**src/rtl/decode_latch.sv**
```systemverilog
// Decode/execute pipeline latch with flush, stall, halt-hold and load-use hazard detection.
// Optional bubble counter is enabled by defining DECODE_LATCH_PERF_EN.
module decode_latch (
  input  logic        CLK,
  input  logic        nRST,
  input  logic        stall,
  input  logic        flush,
  input  logic        valid_in,
  input  logic [31:0] instr_in,
  input  logic [31:0] pc_in,
  input  logic [31:0] rdat1_in,
  input  logic [31:0] rdat2_in,
  input  logic [31:0] extOut_in,
  input  logic [4:0]  wsel_in,
  input  logic [3:0]  ALUOp_in,
  input  logic [1:0]  PCSrc_in,
  input  logic        RegWr_in,
  input  logic        MemToReg_in,
  input  logic        WrLinkReg_in,
  input  logic        MemRd_in,
  input  logic        MemWr_in,
  input  logic        ALUSrc_in,
  input  logic        halt_in,
  output logic        valid_out,
  output logic [31:0] instr_out,
  output logic [31:0] pc_out,
  output logic [31:0] rdat1_out,
  output logic [31:0] rdat2_out,
  output logic [31:0] extOut_out,
  output logic [4:0]  wsel_out,
  output logic [3:0]  ALUOp_out,
  output logic [1:0]  PCSrc_out,
  output logic        RegWr_out,
  output logic        MemToReg_out,
  output logic        WrLinkReg_out,
  output logic        MemRd_out,
  output logic        MemWr_out,
  output logic        ALUSrc_out,
  output logic        halt_out,
  output logic        hazard
`ifdef DECODE_LATCH_PERF_EN
  ,
  output logic [31:0] bubbles
`endif
);

  logic        r_valid;
  logic [31:0] r_instr;
  logic [31:0] r_pc;
  logic [31:0] r_rdat1;
  logic [31:0] r_rdat2;
  logic [31:0] r_ext;
  logic [4:0]  r_wsel;
  logic [3:0]  r_aluop;
  logic [1:0]  r_pcsrc;
  logic        r_regwr;
  logic        r_memtoreg;
  logic        r_wrlink;
  logic        r_memrd;
  logic        r_memwr;
  logic        r_alusrc;
  logic        r_halt;

  logic        w_n_valid;
  logic [31:0] w_n_instr;
  logic [31:0] w_n_pc;
  logic [31:0] w_n_rdat1;
  logic [31:0] w_n_rdat2;
  logic [31:0] w_n_ext;
  logic [4:0]  w_n_wsel;
  logic [3:0]  w_n_aluop;
  logic [1:0]  w_n_pcsrc;
  logic        w_n_regwr;
  logic        w_n_memtoreg;
  logic        w_n_wrlink;
  logic        w_n_memrd;
  logic        w_n_memwr;
  logic        w_n_alusrc;
  logic        w_n_halt;

  logic        w_halt_hold;
  logic        w_load;
  logic        w_rs_match;
  logic        w_rt_match;

  // A latched, valid halt freezes the stage until flush or reset.
  assign w_halt_hold = r_valid & r_halt;
  assign w_load      = ~w_halt_hold & ~stall;

  // Next entry: flush beats halt-hold, which beats stall, which beats load.
  always_comb begin
    w_n_valid    = r_valid;
    w_n_instr    = r_instr;
    w_n_pc       = r_pc;
    w_n_rdat1    = r_rdat1;
    w_n_rdat2    = r_rdat2;
    w_n_ext      = r_ext;
    w_n_wsel     = r_wsel;
    w_n_aluop    = r_aluop;
    w_n_pcsrc    = r_pcsrc;
    w_n_regwr    = r_regwr;
    w_n_memtoreg = r_memtoreg;
    w_n_wrlink   = r_wrlink;
    w_n_memrd    = r_memrd;
    w_n_memwr    = r_memwr;
    w_n_alusrc   = r_alusrc;
    w_n_halt     = r_halt;
    if (flush) begin
      w_n_valid    = 1'b0;
      w_n_instr    = 32'd0;
      w_n_pc       = 32'd0;
      w_n_rdat1    = 32'd0;
      w_n_rdat2    = 32'd0;
      w_n_ext      = 32'd0;
      w_n_wsel     = 5'd0;
      w_n_aluop    = 4'd0;
      w_n_pcsrc    = 2'd0;
      w_n_regwr    = 1'b0;
      w_n_memtoreg = 1'b0;
      w_n_wrlink   = 1'b0;
      w_n_memrd    = 1'b0;
      w_n_memwr    = 1'b0;
      w_n_alusrc   = 1'b0;
      w_n_halt     = 1'b0;
    end else if (w_load) begin
      // Side-effecting controls are squashed for a non-instruction slot.
      w_n_valid    = valid_in;
      w_n_instr    = instr_in;
      w_n_pc       = pc_in;
      w_n_rdat1    = rdat1_in;
      w_n_rdat2    = rdat2_in;
      w_n_ext      = extOut_in;
      w_n_wsel     = wsel_in;
      w_n_aluop    = ALUOp_in;
      w_n_pcsrc    = PCSrc_in;
      w_n_regwr    = RegWr_in & valid_in;
      w_n_memtoreg = MemToReg_in;
      w_n_wrlink   = WrLinkReg_in;
      w_n_memrd    = MemRd_in & valid_in;
      w_n_memwr    = MemWr_in & valid_in;
      w_n_alusrc   = ALUSrc_in;
      w_n_halt     = halt_in & valid_in;
    end else begin
      w_n_valid    = r_valid;
    end
  end

  // Latch register bank.
  always_ff @(posedge CLK or negedge nRST) begin
    if (!nRST) begin
      r_valid    <= 1'b0;
      r_instr    <= 32'd0;
      r_pc       <= 32'd0;
      r_rdat1    <= 32'd0;
      r_rdat2    <= 32'd0;
      r_ext      <= 32'd0;
      r_wsel     <= 5'd0;
      r_aluop    <= 4'd0;
      r_pcsrc    <= 2'd0;
      r_regwr    <= 1'b0;
      r_memtoreg <= 1'b0;
      r_wrlink   <= 1'b0;
      r_memrd    <= 1'b0;
      r_memwr    <= 1'b0;
      r_alusrc   <= 1'b0;
      r_halt     <= 1'b0;
    end else begin
      r_valid    <= w_n_valid;
      r_instr    <= w_n_instr;
      r_pc       <= w_n_pc;
      r_rdat1    <= w_n_rdat1;
      r_rdat2    <= w_n_rdat2;
      r_ext      <= w_n_ext;
      r_wsel     <= w_n_wsel;
      r_aluop    <= w_n_aluop;
      r_pcsrc    <= w_n_pcsrc;
      r_regwr    <= w_n_regwr;
      r_memtoreg <= w_n_memtoreg;
      r_wrlink   <= w_n_wrlink;
      r_memrd    <= w_n_memrd;
      r_memwr    <= w_n_memwr;
      r_alusrc   <= w_n_alusrc;
      r_halt     <= w_n_halt;
    end
  end

  // Load-use: the latched load targets a source of the instruction now in decode.
  assign w_rs_match = (r_wsel == instr_in[25:21]);
  assign w_rt_match = (r_wsel == instr_in[20:16]);
  assign hazard     = ~w_halt_hold & r_valid & r_memrd & r_regwr &
                      (r_wsel != 5'd0) & (w_rs_match | w_rt_match);

  assign valid_out     = r_valid;
  assign instr_out     = r_instr;
  assign pc_out        = r_pc;
  assign rdat1_out     = r_rdat1;
  assign rdat2_out     = r_rdat2;
  assign extOut_out    = r_ext;
  assign wsel_out      = r_wsel;
  assign ALUOp_out     = r_aluop;
  assign PCSrc_out     = r_pcsrc;
  assign RegWr_out     = r_regwr;
  assign MemToReg_out  = r_memtoreg;
  assign WrLinkReg_out = r_wrlink;
  assign MemRd_out     = r_memrd;
  assign MemWr_out     = r_memwr;
  assign ALUSrc_out    = r_alusrc;
  assign halt_out      = r_halt;

`ifdef DECODE_LATCH_PERF_EN
  logic [31:0] r_bubbles;

  // Saturating count of edges that leave an empty slot in the latch.
  always_ff @(posedge CLK or negedge nRST) begin
    if (!nRST) begin
      r_bubbles <= 32'd0;
    end else if (!w_n_valid && (r_bubbles != 32'hFFFF_FFFF)) begin
      r_bubbles <= r_bubbles + 32'd1;
    end else begin
      r_bubbles <= r_bubbles;
    end
  end

  assign bubbles = r_bubbles;
`endif

endmodule
```
**config.mk**
```make
export PLATFORM = sky130hd
export DESIGN_NAME = decode_latch
export DESIGN_NICKNAME = d
export VERILOG_FILES = /design/src/rtl/decode_latch.sv
export SDC_FILE = /design/constraint.sdc
export NUM_CORES = 1
export LEC_CHECK = 0
export CAP_MARGIN = 20
export CORE_UTILIZATION = 25
export DETAILED_ROUTE_END_ITERATION = 16
export HOLD_SLACK_MARGIN = 0.08
export PLACE_DENSITY = 0.66
export SYNTH_ARGS = -nofsm -noshare
export SYNTH_HDL_FRONTEND = slang
export SYNTH_SLANG_ARGS = --single-unit
```
**constraint.sdc**
```tcl
create_clock -name CLK -period 1.4 [get_ports CLK]
set_input_delay 0.28 -clock CLK [delete_from_list [all_inputs] [get_ports CLK]]
set_output_delay 0.28 -clock CLK [all_outputs]
set_load 0.05 [all_outputs]
```
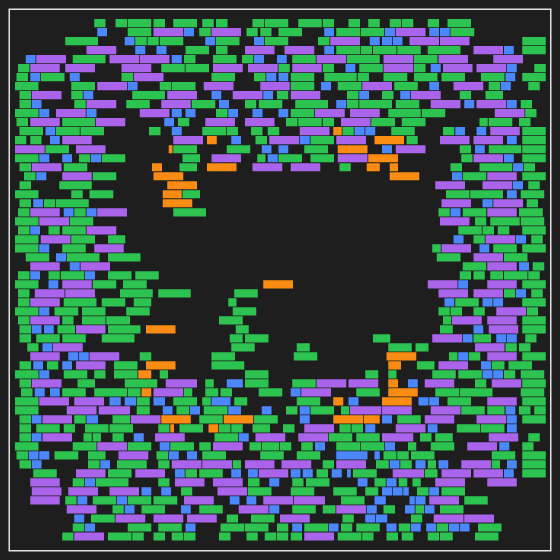
(cells coloured by class)
Key: green = remaining buffers and delay cells [cells 479]; orange = clock drivers and dummy loads [cells 32]; blue = remaining logic cells [cells 200]; purple = registers [cells 179]
area of all placed cells without fillers: 14700 sq um
Row Count: 58
Core Area: 25300 sq um
fraction of area in registers: 0.305

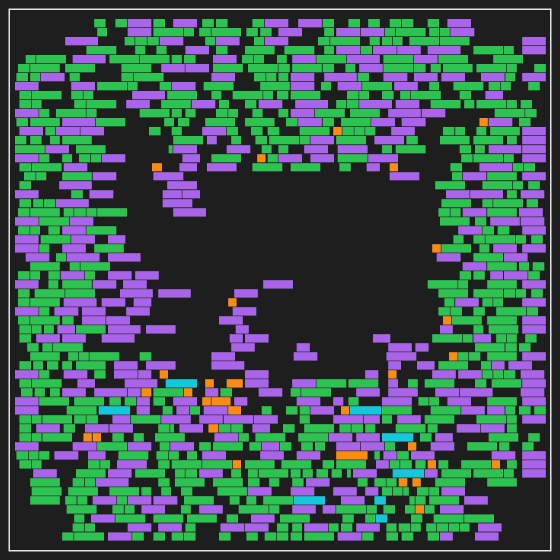
(cell sizes after repair)
Key: orange = x3 and x4 [cells 30, most used buf_4]; cyan = x2 [cells 8, most used dfrtp_2]; green = x1 and smaller [cells 551, most used clkdlybuf4s50_1]; purple = x6 and larger [cells 301, most used buf_12]
number of non-clock buffers in the layout: 479
relative area change from synthesis to final layout: 127%

==> run notes <==
The flow ran to the end, but the final reports show violations. The checks that failed: negative setup slack. During placement, the flow inserted port buffers numbering 362.

The count of hold-fix buffers inserted at cts was 1. The flow reports an fmax of 468 MHz. The tools report the yosys synthesis warning count as 0.

In the placement report, post-DP HPWL is listed as 15.9 mm. The cell count after synthesis came out at 418. The top-area cell type share of the netlist area was 0.690. The run gives 0.000606 V as the worst vdd rail ir drop. Post-synthesis cell area: 6490 sq um. Summed over all layers, the global routing overflow is 0.

CTS built an H-tree with a depth of 4. Class of the worst hold path: input port to async pin. After detailed placement, the design holds a cell count of 1123. The run gives 0.256 as the floorplan utilization. The logs give 0.715 for the worst slew slack as a fraction of its limit and 4490 sq um for the sequential standard cell area.

Ranking logic cells in the layout by count gives the top entries 209 x sky130_fd_sc_hd__buf_12, 181 x sky130_fd_sc_hd__clkdlybuf4s50_1, 175 x sky130_fd_sc_hd__a22o_1. The via density per instance is 4.66, and the reg2reg setup slack is -320 ps. The tools report the setup slack at placement as -697 ps.

The net total in the final layout is 1060. Buffers added to address setup during post-CTS repair amount to 35. The logs give 363 for the number of ports placed on the die boundary and 0.690 for the share of the yosys chip area belonging to registers.

After synthesis, the chip area reported by Yosys is 6490 sq um. The power density over the cells was 1000 nW/um^2; the cell count listed in synth_stat.txt was 418. Per the skew report, the later register of the worst-skew pair sees a clock latency of 430 ps. The final max-slew violation count recorded for this run is 0.

The critical-path maximum fanout was 3. Endpoint arrival time on the critical path: 1850 ps. Setup repair after global routing could not meet its margin everywhere. Averaged over all synthesized cells, the footprint is 15.5 sq um. The minimum clock period is 2130 ps, and the total number of warnings across the stage logs is 29. The detailed router finished its first iteration with 270 violations. Clock-pin slew was measured on the worst setup and hold paths at 70 ps. The final timing report counts setup violations totalling 185. The most common cell after layout, fill and taps aside is sky130_fd_sc_hd__buf_12. Fill cells in the final layout number 1919. The switching power share of the total was 0.306. The worst setup path is captured at an output port. After detailed routing, the number of remaining DRC violations is 0. The run gives 0 as the number of antenna violations at the first check in global routing. The largest clock skew in the final design was 11.6 ps; the aggregate global-route resource usage was 0.196. The congestion estimate from routability-driven global placement came to 0.836.

The clock tree has to reach 179 sinks. The CTS root buffer is sky130_fd_sc_hd__clkbuf_16. The share of final-layout standard cells stronger than drive strength 1 is 0.381, and the overall chip area is 26600 sq um. After layout, the design draws a total of 0.0147 W. The logs give 0.394 for the register share of total power and 17 for the CTS buffer count.

The wire length recorded after detailed routing is 25.3 mm. The height of the chip works out to 163 um. For this sky-water flow run, the detailed-routed wirelength per cell is reported as 20.7 um. The critical path starts at wsel_out[3]$_DFFE_PN0P_. Looking at the max-slew report, the worst-margin pin has a slew of 428 ps. With the final period utilization at 1.52, the maximum number of pins on one net before global-route repair is 39. The number of nets in the synthesized netlist is 601. The number of vias after detailed routing came out at 5684. Final critical-path setup slack: -735 ps. The multi-input combinational cells in the finished layout cover a total of 1780 sq um.

Number of maximum-capacitance violations: 0. The run gives 0 for the final-report hold violation count. The class of the most critical setup path was register to output port. The run gives 6300 as the via count of the first global-routing pass.

The placed cell area is 12600 sq um, and the number of distinct library cells after synthesis is 18. Per the timing report, the most critical flop-to-flop path originates at halt_out$_DFFE_PN0P_. The die width works out to 163 um.

The combinational share of power is 0.288, and the switching component of the power is 0.00449 W. The internal power component was 0.0102 W. The post-detailed-route count of antenna-violating nets came out at 0. For this run, the script counts the antenna cells in the layout as 0. The synthesis report lists the most area-consuming cells as sky130_fd_sc_hd__dfrtp_1 69%, sky130_fd_sc_hd__a22o_1 24%, sky130_fd_sc_hd__buf_6 2.1%.
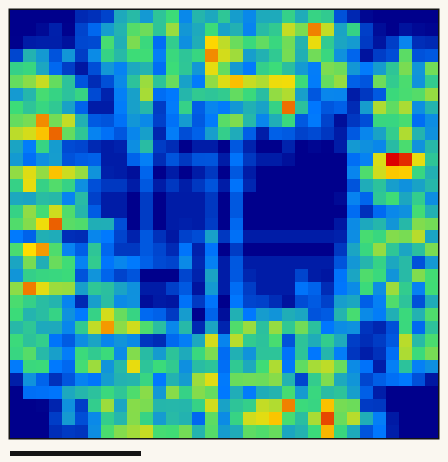
(wiring heat map)
Scale bar: 50 um. 33 x 33 tiles, from dark blue (low) to red (high), scaled to the fullest tile. Values are wire area over tile area, all layers added.
19% of the tiles are over half the peak. The mean over all tiles is 0.15. The fullest tile reaches 0.49. The emptiest ninth of the die: centre. 11% of the tiles are nearly empty.

metrics by stage:
step | utilization | hold slack, ps | setup TNS, ps
after floorplan | - | -15.6 | -9700
after global placement | 0.498 | 233 | -46540
after detailed placement | 0.498 | 235 | -50420
after CTS | 0.585 | 343 | -71790
after global routing | 0.581 | 354 | -58570
final | 0.581 | 335 | -45690
worst max-delay path, stage by stage (launching register included):
cell and delay (ps):
sky130_fd_sc_hd__dfrtp_2 440, sky130_fd_sc_hd__xor2_1 150, sky130_fd_sc_hd__nor3_1 180, sky130_fd_sc_hd__nand3_1 160
sky130_fd_sc_hd__a221oi_4 340, sky130_fd_sc_hd__buf_12 180
sequential cells by signal, summed over array words and instances (netlist names):
signal / cells
MemWr_out: 1
extOut_out: 32
ALUOp_out: 4
MemRd_out: 1
RegWr_out: 1
MemToReg_out: 1
rdat1_out: 32
ALUSrc_out: 1
halt_out: 1
WrLinkReg_out: 1
rdat2_out: 32
wsel_out: 5
pc_out: 32
PCSrc_out: 2
instr_out: 32
valid_out: 1
metal layers:
metal  global-route usage  wire length (um)  up-vias
met1                0.229              9800     2864
met3               0.0500              1600       35
met5                    0                 0        -
met4               0.0680               635        0
li1                     -                 -     2564
met2                0.346             13200      221
power by group through the flow:
stage	Sequential, W	Combinational (W)	Clock, W
4_1_cts	0.00580	0.00432	0.00479
2_1_floorplan	0.00677	0.000489	0
3_5_place_dp	0.00590	0.00368	0
6_report	0.00580	0.00424	0.00467
3_3_place_gp	0.00589	0.00366	0
5_1_grt	0.00584	0.00441	0.00502
cells by family (layout without fill, tap and decap cells):
| kind of cell | count (synthesis) | count (layout) | share of synthesized area |
|---|---|---|---|
| buf+inv | 39 | 511 | 0.0424 |
| compound gates | 181 | 181 | 0.245 |
| xor+xnor | 10 | 10 | 0.0135 |
| flops | 179 | 179 | 0.690 |
| simple gates | 9 | 9 | 0.00849 |
Yosys cell counts:
cell type,count
sky130_fd_sc_hd__xnor2_1,4
sky130_fd_sc_hd__buf_2,19
sky130_fd_sc_hd__nor2b_1,1
sky130_fd_sc_hd__xor2_1,6
sky130_fd_sc_hd__a221oi_1,1
sky130_fd_sc_hd__a32o_1,4
sky130_fd_sc_hd__nor2_1,1
sky130_fd_sc_hd__nand3_1,2
sky130_fd_sc_hd__dfrtp_1,179
sky130_fd_sc_hd__a21oi_2,1
sky130_fd_sc_hd__nor2_4,1
sky130_fd_sc_hd__a22o_1,175
sky130_fd_sc_hd__nor3_1,3
sky130_fd_sc_hd__buf_8,1
sky130_fd_sc_hd__nand4b_1,1
sky130_fd_sc_hd__buf_6,12
sky130_fd_sc_hd__clkbuf_1,6
sky130_fd_sc_hd__buf_4,1
path summary, 6_finish.rpt:
path,cells after the start,endpoint
max,5,hazard
min,2,instr_out[24]$_DFFE_PN0P_
max reg2reg,9,extOut_out[22]$_DFFE_PN0P_
min reg2reg,1,MemWr_out$_DFFE_PN0P_
max in group asynchronous,3,instr_out[27]$_DFFE_PN0P_
min in group CLK,2,instr_out[0]$_DFFE_PN0P_
layout make-up:
type,instances,share of cell area
clock buffers,20,0.0304
clock inverters,12,0.00800
well taps,330,0.0281
repair buffers,479,0.508
flip-flops and latches,179,0.305
multi-input cells,200,0.121
No activity file was given, so power comes from the tool's default toggle rates.
